## src/rtl/button_event_pkg.sv

```systemverilog
// rtl/button_event_pkg.sv - shared FSM encoding and default timing constants for button_event
package button_event_pkg;

   typedef enum logic [1:0] {
      ST_IDLE  = 2'd0,
      ST_PRESS = 2'd1,
      ST_HOLD  = 2'd2
   } state_t;

   localparam int          DEF_CNT_W  = 24;
   localparam int unsigned DEF_LONG_N = 32'h00FF_FFFF;
   localparam int unsigned DEF_RPT_N  = 32'h003F_FFFF;

endpackage

```

## src/rtl/button_event.sv

```systemverilog
// rtl/button_event.sv - press/release/click/long-press/auto-repeat event generator
// The port "rel" carries the release pulse; "release" is a reserved word in SystemVerilog.
module button_event
   import button_event_pkg::*;
#(
   parameter int          CNT_W  = DEF_CNT_W,
   parameter int unsigned LONG_N = DEF_LONG_N,
   parameter int unsigned RPT_N  = DEF_RPT_N
) (
   input  logic clk,
   input  logic rst,
   input  logic I,
   output logic press,
   output logic rel,
   output logic click,
   output logic long_press,
   output logic rpt,
   output logic held
);

   localparam logic [CNT_W-1:0] LONG_T = CNT_W'(LONG_N);
   localparam logic [CNT_W-1:0] RPT_T  = CNT_W'(RPT_N);
   localparam logic [CNT_W-1:0] ONE    = CNT_W'(1);

   state_t           state_q, state_d;
   logic [CNT_W-1:0] cnt_q, cnt_d;
   logic             press_d, rel_d, click_d, long_d, rpt_d, held_d;

   always_ff @(posedge clk or posedge rst) begin
      if (rst) begin
         state_q    <= ST_IDLE;
         cnt_q      <= '0;
         press      <= 1'b0;
         rel        <= 1'b0;
         click      <= 1'b0;
         long_press <= 1'b0;
         rpt        <= 1'b0;
         held       <= 1'b0;
      end else begin
         state_q    <= state_d;
         cnt_q      <= cnt_d;
         press      <= press_d;
         rel        <= rel_d;
         click      <= click_d;
         long_press <= long_d;
         rpt        <= rpt_d;
         held       <= held_d;
      end
   end

   // Release (I=0) is tested first so it wins over a coincident terminal count.
   always_comb begin
      state_d = state_q;
      cnt_d   = cnt_q;
      press_d = 1'b0;
      rel_d   = 1'b0;
      click_d = 1'b0;
      long_d  = 1'b0;
      rpt_d   = 1'b0;

      case (state_q)
         ST_IDLE: begin
            cnt_d = '0;
            if (I) begin
               state_d = ST_PRESS;
               press_d = 1'b1;
            end
         end
         ST_PRESS: begin
            if (!I) begin
               state_d = ST_IDLE;
               cnt_d   = '0;
               rel_d   = 1'b1;
               click_d = 1'b1;
            end else if (cnt_q == LONG_T) begin
               state_d = ST_HOLD;
               cnt_d   = '0;
               long_d  = 1'b1;
            end else begin
               cnt_d = cnt_q + ONE;
            end
         end
         ST_HOLD: begin
            if (!I) begin
               state_d = ST_IDLE;
               cnt_d   = '0;
               rel_d   = 1'b1;
            end else if (cnt_q == RPT_T) begin
               cnt_d = '0;
               rpt_d = 1'b1;
            end else begin
               cnt_d = cnt_q + ONE;
            end
         end
         default: begin
            state_d = ST_IDLE;
            cnt_d   = '0;
         end
      endcase

      held_d = (state_d == ST_HOLD);
   end

   a_onehot_pulses: assert property (@(posedge clk) disable iff (rst)
      $onehot0({press, rel, long_press, rpt}));
   a_click_with_rel: assert property (@(posedge clk) disable iff (rst)
      click |-> rel);
   a_cnt_press_bound: assert property (@(posedge clk) disable iff (rst)
      (state_q == ST_PRESS) |-> (cnt_q <= LONG_T));
   a_cnt_hold_bound: assert property (@(posedge clk) disable iff (rst)
      (state_q == ST_HOLD) |-> (cnt_q <= RPT_T));

endmodule
```

## config.mk

```make
export PLATFORM = sky130hd
export DESIGN_NAME = button_event
export DESIGN_NICKNAME = d
export VERILOG_FILES = /design/src/rtl/button_event_pkg.sv /design/src/rtl/button_event.sv
export SDC_FILE = /design/constraint.sdc
export NUM_CORES = 1
export LEC_CHECK = 0
export CAP_MARGIN = 20
export CORE_MARGIN = 10
export CORE_UTILIZATION = 48
export CTS_CLUSTER_DIAMETER = 30
export CTS_CLUSTER_SIZE = 25
export DETAILED_ROUTE_END_ITERATION = 6
export HOLD_SLACK_MARGIN = 0.05
export PLACE_DENSITY = 0.66
export SETUP_SLACK_MARGIN = 0.02
export SYNTH_ARGS = -nofsm -noshare
export SYNTH_HDL_FRONTEND = slang
export SYNTH_SLANG_ARGS = --single-unit
```

## constraint.sdc

```tcl
create_clock -name clk -period 5.8 [get_ports clk]
set_input_delay 1.16 -clock clk [delete_from_list [all_inputs] [get_ports clk]]
set_output_delay 1.16 -clock clk [all_outputs]
set_load 0.01 [all_outputs]
```

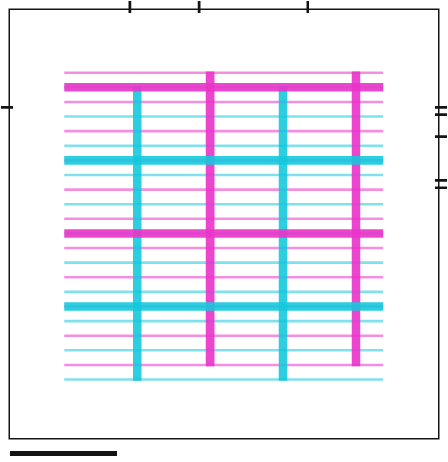
**Above:** floorplan with the power grid.
Bar = 20 µm. Pins as bars on the die edge.
[magenta] VDD
[cyan] VSS
rows: 21
met4 straps: 4
Core ar.: 0.00339 mm²
Die Ht: 79.7 µm
die x size: 79.7 µm

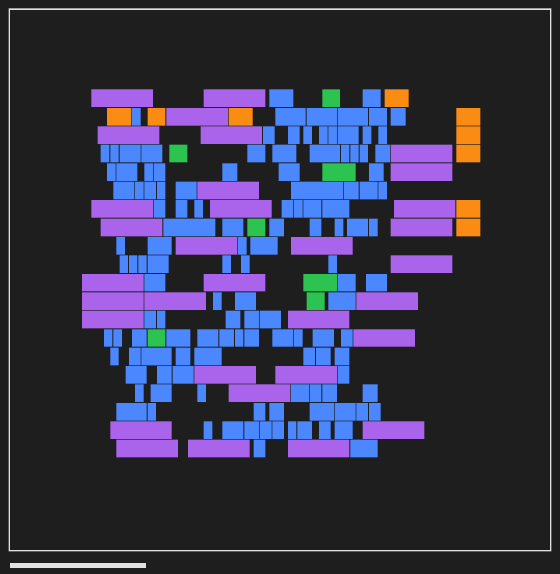
**Above:** cells coloured by class.
Bar = 20 µm.
[orange] remaining buffers and delay cells | cells: 9 | share of their area: 4.8%
[green] clock drivers and dummy loads | cells: 7 | share of their area: 3.6%
[purple] sequential cells | cells: 32 | share of their area: 44%
[blue] combinational and other logic | cells: 129 | share of their area: 47%
Finished Cell Area: 0.00187 mm²
Rows: 21
Seq/total area: 0.429
utilization after layout: 0.551

==> changes_impl.md <==
## Implementation

- Final Skew: between 0.006 and 0.007 ns
- Post-CTS setup buffers: 0
- Most frequent logic cell in the layout: dfrtp_1
- Io pins: 9
- Sink of the worst hold path: cnt_q[0]
- Floorplan net count: approximately 180
- Met3 wire length: ~130 µm
- Post-synth regs: 32
- Status: finished, final reports clean
- Worst reg2reg path depth: 5
- Area contributors post-synth: dfrtp_1 (47%), xnor2_1 (6.1%), nor2_1 (5.5%)
- Port-buffer cells: 8
- Dominant register cell: dfrtp_1
- Ant diodes: 0
- Final setup fails: 0
- Total vias in the final route: around 1200
- Inserted Clock Buffers: 5
- Synth top cell by count: dfrtp_1
- Max Slew Vio Count: 0
- Hpwl dp: about 2200 µm
- CP top delay family: AND-OR/OR-AND gates
- Die Size: 0.00635 mm²
- Crit path DAT: roughly 3 ns
- H-tree Lvls: 2
- Crit end category: flip-flop
- Top Metal Used: met4
- Yosys Instances: 167
- Post-synth ARST share: 1.00
- Largest area contributor in the synthesized netlist: dfrtp_1
- RR Endpoint: cnt_q[7]
- Root buf cell: clkbuf_4
- Final setup TNS: 0 ns
- Met2 WL: around 1500 µm
- Peak Freq: roughly 350 MHz
- FP Util: 0.504
- Hold depth: 1
- Data required, critical path: 5.98 ns
- Iteration-0 DRC count of the detailed router: approximately 120
- Minimum clock period: about 2.8 ns
- CP max stage delay: around 0.80 ns
- Final period util: 0.487
- Area growth from synthesis to layout: 9.30%
- Total clock sinks: 32
- Pleak: a little over 0.0007 µW
- Tot GR Track Use: 0.103
- First-pass GRT wire length: 5160 µm
- Drt first pass iters: 4
- Layout cells sized above 1: 0.119
- WS Path Type: input port to flip-flop
- Layout Nets: 185
-- cells by family (layout without fill, tap and decap cells) --
family          after synthesis  in the layout  share of synthesized area
flops                        32             32                      0.469
xor+xnor                     15             15                     0.0769
buf+inv                      15             25                     0.0498
compound gates               27             27                      0.118
simple gates                 73             73                      0.250
fa+ha+maj                     5              5                     0.0366
-- sequential cells by signal, indices dropped and copies added (netlist names) --
register,cells
rel,1
state_q,2
click,1
long_press,1
press,1
held,1
cnt_q,24
rpt,1
-- layout make-up --
cell class | instances | area [µm²]
repair buffers | 9 | 87.6
clock buffers | 7 | 65.1
inverters | 9 | 33.8
well taps | 46 | 57.6
multi-input cells | 120 | 823
fillers | 293 | 1520
flip-flops and latches | 32 | 801
-- worst max path at each step --
stage / startpoint / to / slack (ns) / cells past startpoint
2_1_floorplan: I / held / 3.48 / 5
3_3_place_gp: I / cnt_q[8] / 2.67 / 5
3_5_place_dp: I / cnt_q[7] / 2.62 / 5
4_1_cts: I / cnt_q[7] / 3.00 / 5
5_1_grt: I / held / 2.80 / 5
6_report: I / cnt_q[7] / 2.98 / 5
-- per-stage QoR --
step	setup WS (ns)	hold WS (ns)	cell area, µm²	std cells	power, µW
6_report	2.98	0.519	1870	223	482
5_1_grt	2.80	0.544	1870	223	504
4_1_cts	3.00	0.520	1870	223	486
3_5_place_dp	2.62	0.507	1800	216	343
3_3_place_gp	2.67	0.488	1800	216	339
2_1_floorplan	3.48	0.469	1710	167	318
-- where the power goes --
| group | internal [µW] | switching [µW] | leakage (µW) |
|---|---|---|---|
| logic | 37.6 | 55.7 | 0.000249 |
| clock network | 68.7 | 75.6 | 0.0000374 |
| registers | 235 | 9.91 | 0.000441 |
-- routing by layer --
metal,GRT usage,vias up
li1,-,612
met1,0.118,598
met5,0,-
met4,0.0538,0
met2,0.171,26
met3,0.0270,8
Power is estimated from default activity; no workload was simulated.
